===== src/rtl/mem_port_arbiter.sv =====
// mem_port_arbiter: round-robin share of one 256-bit line port
// between the icache refill (m0) and the dcache miss/wb path (m1).
//
// Ports:
//   clk_i, rst_i        clock, synchronous active-high reset
//   mX_enable_i         request, held until mX_ack_o
//   mX_write_i          1 = write, 0 = read
//   mX_addr_i           line address
//   mX_data_i           write data
//   mX_data_o           read data, valid with mX_ack_o
//   mX_ack_o            one-cycle completion pulse
//   mem_enable_o        memory request (high through BUSY)
//   mem_write_o         memory write
//   mem_addr_o          memory address
//   mem_data_o          memory write data
//   mem_data_i          memory read data, valid with mem_ack_i
//   mem_ack_i           memory completion pulse
//   grant_o             one-hot owner ({m1,m0}), 00 when idle
//   err_o               sticky: memory ack seen outside BUSY
module mem_port_arbiter #(
   parameter int DATA_W = 256,
   parameter int ADDR_W = 32
) (
   input  logic              clk_i,
   input  logic              rst_i,
   input  logic              m0_enable_i,
   input  logic              m0_write_i,
   input  logic [ADDR_W-1:0] m0_addr_i,
   input  logic [DATA_W-1:0] m0_data_i,
   output logic [DATA_W-1:0] m0_data_o,
   output logic              m0_ack_o,
   input  logic              m1_enable_i,
   input  logic              m1_write_i,
   input  logic [ADDR_W-1:0] m1_addr_i,
   input  logic [DATA_W-1:0] m1_data_i,
   output logic [DATA_W-1:0] m1_data_o,
   output logic              m1_ack_o,
   output logic              mem_enable_o,
   output logic              mem_write_o,
   output logic [ADDR_W-1:0] mem_addr_o,
   output logic [DATA_W-1:0] mem_data_o,
   input  logic [DATA_W-1:0] mem_data_i,
   input  logic              mem_ack_i,
   output logic [1:0]        grant_o,
   output logic              err_o
);

   typedef enum logic [1:0] {
      S_IDLE,
      S_BUSY,
      S_DONE
   } state_t;

   state_t              r_state;
   // Last-granted master; also the owner while BUSY/DONE.
   logic                r_last;
   logic                r_mem_enable;
   logic                r_mem_write;
   logic [ADDR_W-1:0]   r_mem_addr;
   logic [DATA_W-1:0]   r_mem_data;
   logic [DATA_W-1:0]   r_m0_data;
   logic [DATA_W-1:0]   r_m1_data;
   logic                r_m0_ack;
   logic                r_m1_ack;
   logic [1:0]          r_grant;
   logic                r_err;

   logic                w_req_any;
   logic                w_winner;

   assign w_req_any = m0_enable_i | m1_enable_i;
   // On contention the master not granted last goes first;
   // a lone requester always wins.
   assign w_winner  = (m0_enable_i & m1_enable_i) ? ~r_last
                                                  : m1_enable_i;

   always_ff @(posedge clk_i) begin
      if (rst_i) begin
         r_state      <= S_IDLE;
         r_last       <= 1'b0;
         r_mem_enable <= 1'b0;
         r_mem_write  <= 1'b0;
         r_mem_addr   <= '0;
         r_mem_data   <= '0;
         r_m0_data    <= '0;
         r_m1_data    <= '0;
         r_m0_ack     <= 1'b0;
         r_m1_ack     <= 1'b0;
         r_grant      <= 2'b00;
         r_err        <= 1'b0;
      end else begin
         unique case (r_state)
            S_IDLE: begin
               if (mem_ack_i) begin
                  r_err <= 1'b1;
               end
               if (w_req_any) begin
                  r_last       <= w_winner;
                  r_grant      <= w_winner ? 2'b10 : 2'b01;
                  r_mem_enable <= 1'b1;
                  r_mem_write  <= w_winner ? m1_write_i : m0_write_i;
                  r_mem_addr   <= w_winner ? m1_addr_i  : m0_addr_i;
                  r_mem_data   <= w_winner ? m1_data_i  : m0_data_i;
                  r_state      <= S_BUSY;
               end
            end
            S_BUSY: begin
               if (mem_ack_i) begin
                  r_mem_enable <= 1'b0;
                  r_state      <= S_DONE;
                  if (r_last) begin
                     r_m1_ack <= 1'b1;
                     if (!r_mem_write) begin
                        r_m1_data <= mem_data_i;
                     end
                  end else begin
                     r_m0_ack <= 1'b1;
                     if (!r_mem_write) begin
                        r_m0_data <= mem_data_i;
                     end
                  end
               end
            end
            S_DONE: begin
               if (mem_ack_i) begin
                  r_err <= 1'b1;
               end
               r_m0_ack <= 1'b0;
               r_m1_ack <= 1'b0;
               r_grant  <= 2'b00;
               r_state  <= S_IDLE;
            end
            default: begin
               r_state <= S_IDLE;
            end
         endcase
      end
   end

   assign m0_data_o    = r_m0_data;
   assign m0_ack_o     = r_m0_ack;
   assign m1_data_o    = r_m1_data;
   assign m1_ack_o     = r_m1_ack;
   assign mem_enable_o = r_mem_enable;
   assign mem_write_o  = r_mem_write;
   assign mem_addr_o   = r_mem_addr;
   assign mem_data_o   = r_mem_data;
   assign grant_o      = r_grant;
   assign err_o        = r_err;

endmodule

===== config.mk =====
export PLATFORM = sky130hd
export DESIGN_NAME = mem_port_arbiter
export DESIGN_NICKNAME = d
export VERILOG_FILES = /design/src/rtl/mem_port_arbiter.sv
export SDC_FILE = /design/constraint.sdc
export NUM_CORES = 2
export LEC_CHECK = 0
export CAP_MARGIN = 10
export CELL_PAD_IN_SITES_DETAIL_PLACEMENT = 0
export CELL_PAD_IN_SITES_GLOBAL_PLACEMENT = 1
export CORE_AREA = 8 8 629 631
export DETAILED_ROUTE_END_ITERATION = 10
export DIE_AREA = 0 0 637 639
export GPL_TIMING_DRIVEN = 1
export PLACE_DENSITY_LB_ADDON = 0.1
export SLEW_MARGIN = 30
export SYNTH_ARGS = -nofsm -noshare
export SYNTH_HDL_FRONTEND = slang
export SYNTH_SLANG_ARGS = --single-unit

===== constraint.sdc =====
create_clock -name clk_i -period 5.2 [get_ports clk_i]
set_input_delay 1.56 -clock clk_i [delete_from_list [all_inputs] [get_ports clk_i]]
set_output_delay 1.56 -clock clk_i [all_outputs]
set_load 0.01 [all_outputs]

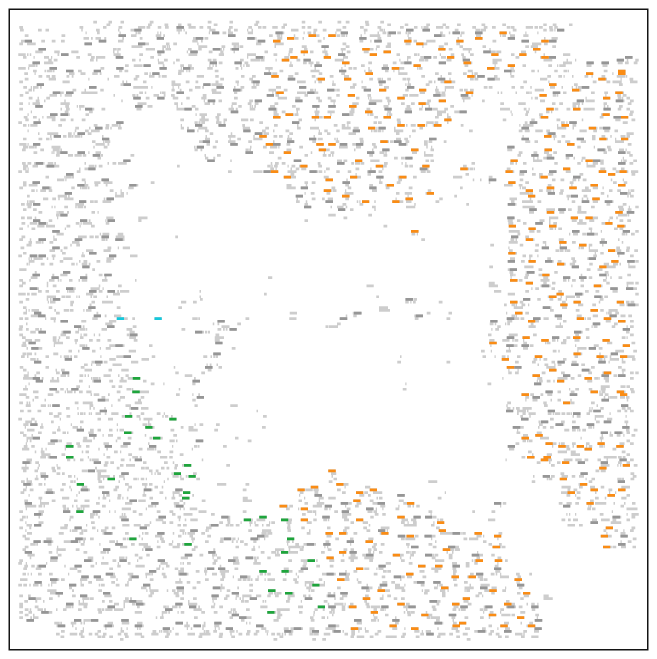
Fig. 1. Sequential cells coloured by netlist name.
Scale: 1 px per µm. Other sequential cells in the stronger grey, the rest of the logic in the fainter grey.
Key: grant_o = cyan [sequential cells 2]; m0_data_o = orange [sequential cells 256]; mem_addr_o = green [sequential cells 32]
Another 520 sequential cells are not coloured.
fin util: 15.6%
combined flip-flop and latch cell area: 0.0162 mm²
fraction of area in registers: 27.0%
power consumed by sequential cells: 6870 µW

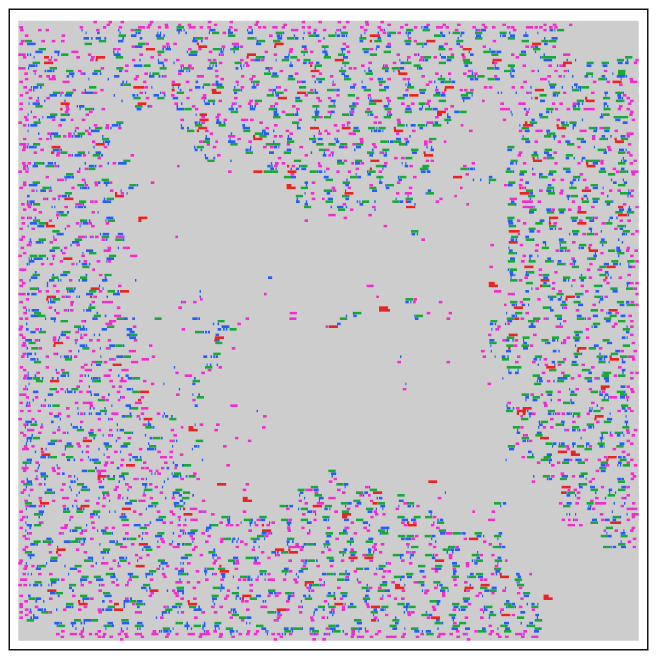
Fig. 2. Cells coloured by class.
Scale: 1 px per µm. Fill, decap, tap and diode cells in grey.
Key: clock drivers and dummy loads = red [cells 230, share of their area 7.7%]; remaining buffers and delay cells = magenta [cells 1727, share of their area 33%]; registers = green [cells 810, share of their area 30%]; remaining logic cells = blue [cells 2470, share of their area 29%]

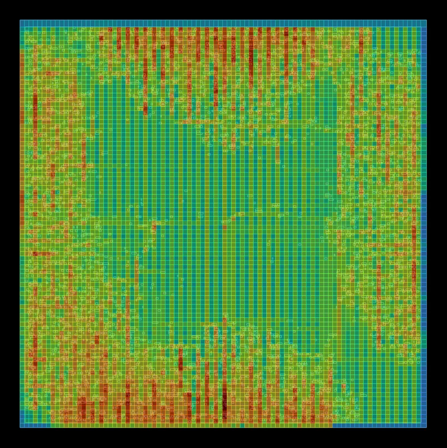
Fig. 3. Track usage over the die.
GRT met2 Usage: 26.5%
met3 track demand over resource in global routing: 6.45%
met1 routing resource usage after global routing: 11.8%

==> run summary <==
Here are the numbers from the latest Yosys + OpenROAD run.

The flow ran to the end, and the final reports show no timing, DRC or antenna violations. The met1 routed wirelength after detailed routing came out at a little over 90 mm. In the placement report, post-DP HPWL is listed as 225 mm. In this run the maximum-capacitance check reported violations numbering 0. Counting the fill cells in the layout gives 43300. The cts-stage hold buffer count is 0. The via count of the routed design is 33700. The final setup skew is about 0.037 ns.

STA classifies the critical path endpoint as an output port. The signed area change from the synthesized netlist to the final layout came out at 79.1%. For this run, design rule violations remaining after detail routing come to 0.

The setup slack after layout came out at 1.48 ns. The number of global-route vias before repair came to approximately 35000. The wire length on met3 came out at 28.4 mm.

Power spread over the standard cell area amounts to ~330 mW/mm². The final non-filler cell area came out at between 0.05 and 0.06 mm². The worst max-slew margin expressed relative to the limit is 25.0%. Counting every net in the synthesized netlist gives 4457. Leaving out fill and tap cells, the most frequent cell in the layout is sky130_fd_sc_hd__clkdlybuf4s50_1. Per the OpenROAD floorplan log, the height of the die is 639 µm.

The distinct cell type count of the synthesized netlist came out at 26. The final antenna-violating net count is 0. The Yosys chip area came out at 0.0335 mm². The largest net degree at the start of global routing came out at 160. The cell resize tally after clock tree synthesis came out at 0. In the routed layout, each cell is associated on average with a via count of about 3.2.

For the pin with the worst max-slew slack, the measured transition is approximately 1.1 ns. The sum of negative setup slack is 0 ns. The overall power consumption is 19700 µW. The power report puts the leakage power at 0.0216 µW. Setup repair after global routing left no endpoint under its margin. The maximum fanout count along the critical path is 4. The first-pass GRT wire length is roughly 360 mm.

In this design, the largest share of critical-path delay is due to buffers and inverters. According to the finish report, the design has a final net count of 5985. For reference, the critical path cell chain is clkdlybuf4s50_1. Summing every instance area after synthesis gives ~0.033 mm². The highest achievable clock rate is around 270 MHz. The I/O pin count is about 1600.

The number of buffers added on ports came out at around 1600. The number of rows created at floorplan is 228. In the post-route report, total wirelength is listed as approximately 290 mm.

The timing report shows that the slowest cell on the worst path is sky130_fd_sc_hd__clkdlybuf4s50_1. The number of setup violations in the final report is 0. In the final layout, the multi-input gates occupy 0.0156 mm². For reference, the most critical setup path is categorized as reg2out. The post-place instance area came out at 0.0557 mm². Data on the critical path is required at its endpoint by 3.64 ns. The root buffer cell is sky130_fd_sc_hd__clkbuf_16. met2 is the most crowded layer.
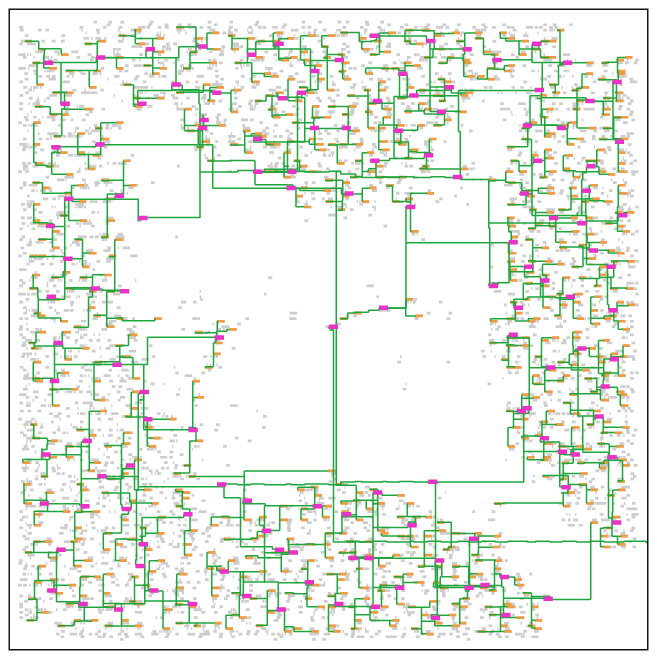
Fig. 4. Clock wires, drivers and flops.
Scale: 1 px per µm.
Key: clock-net drivers = magenta [count 137]; flip-flops = orange [count 810]; clock wires = green [length 21.5 mm]
Position of the flops: spread over the die. There are 138 routed clock nets.
clock-net power: 8980 µW
fraction of power consumed by the clock network: 45.6%

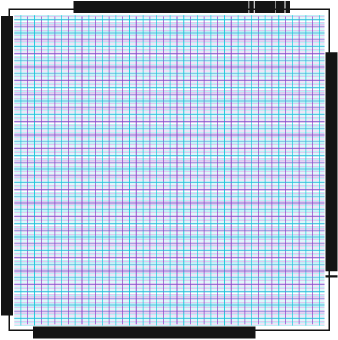
Fig. 5. Power grid.
Scale: 0.5 px per µm. Pins as bars on the die edge.
Key: VSS = cyan; VDD = purple
229 met1 rails follow the rows. 45 straps on met4. The core has 228 rows. 1646 signal pins sit on the boundary.

-- Yosys cell counts (all sizes together) --
master	number	share of area [%]
a21boi	2	0.056
a21oi	297	4.4
o221a	1	0.034
o21ai	3	0.045
nor2	4	0.067
or3	2	0.037
dfxtp	810	48
nor3	2	0.030
a21bo	1	0.030
a311oi	290	11
or2	1	0.019
and2	1	0.019
clkbuf	180	2.0
nand4	2	0.037
buf	158	2.9
clkinv	1	0.011
mux2i	512	15
nand2	1348	15
inv	2	0.022
nor4	1	0.037
-- final timing paths --
path	slack, ns	start	cells past startpoint	to
max	1.48	mem_write_o	1	mem_write_o
min	0.45	m0_data_o[26]	2	m0_data_o[26]
max reg2reg	2.80	r_state[0]	5	m0_data_o[165]
min reg2reg	0.45	m0_data_o[26]	2	m0_data_o[26]
-- cell type report --
cell class | instances | share of cell area [%]
repair buffers | 1727 | 29.2
flip-flops and latches | 810 | 27.0
multi-input cells | 2467 | 26.1
well taps | 5060 | 10.6
clock buffers | 215 | 6.52
clock inverters | 15 | 0.340
diodes | 63 | 0.263
inverters | 3 | 0.0313
-- cell families after synthesis --
kind of cell           count (synthesis)  share of synthesized area (%)
multiplexers                         512                           15.3
AND/OR/NAND/NOR                     1361                           15.4
AND-OR/OR-AND                        594                           15.9
flip-flops                           810                           48.4
buffers and inverters                341                           5.00
-- power breakdown --
part	total [µW]	switching, µW	internal [µW]	leakage [µW]
registers	6870	272	6600	0.00662
clock network	8980	3680	5290	0.00199
logic	3840	2070	1760	0.0130
total	19700	6030	13700	0.0216
-- registers in the layout (all words and copies together), names as in the netlist --
name and count:
m0_data_o 256, m1_data_o 256, mem_data_o 256, mem_addr_o 32, grant_o 2, r_state 2, err_o 1, m0_ack_o 1
m1_ack_o 1, mem_enable_o 1, mem_write_o 1, r_last 1
Power is estimated from default activity; no workload was simulated.
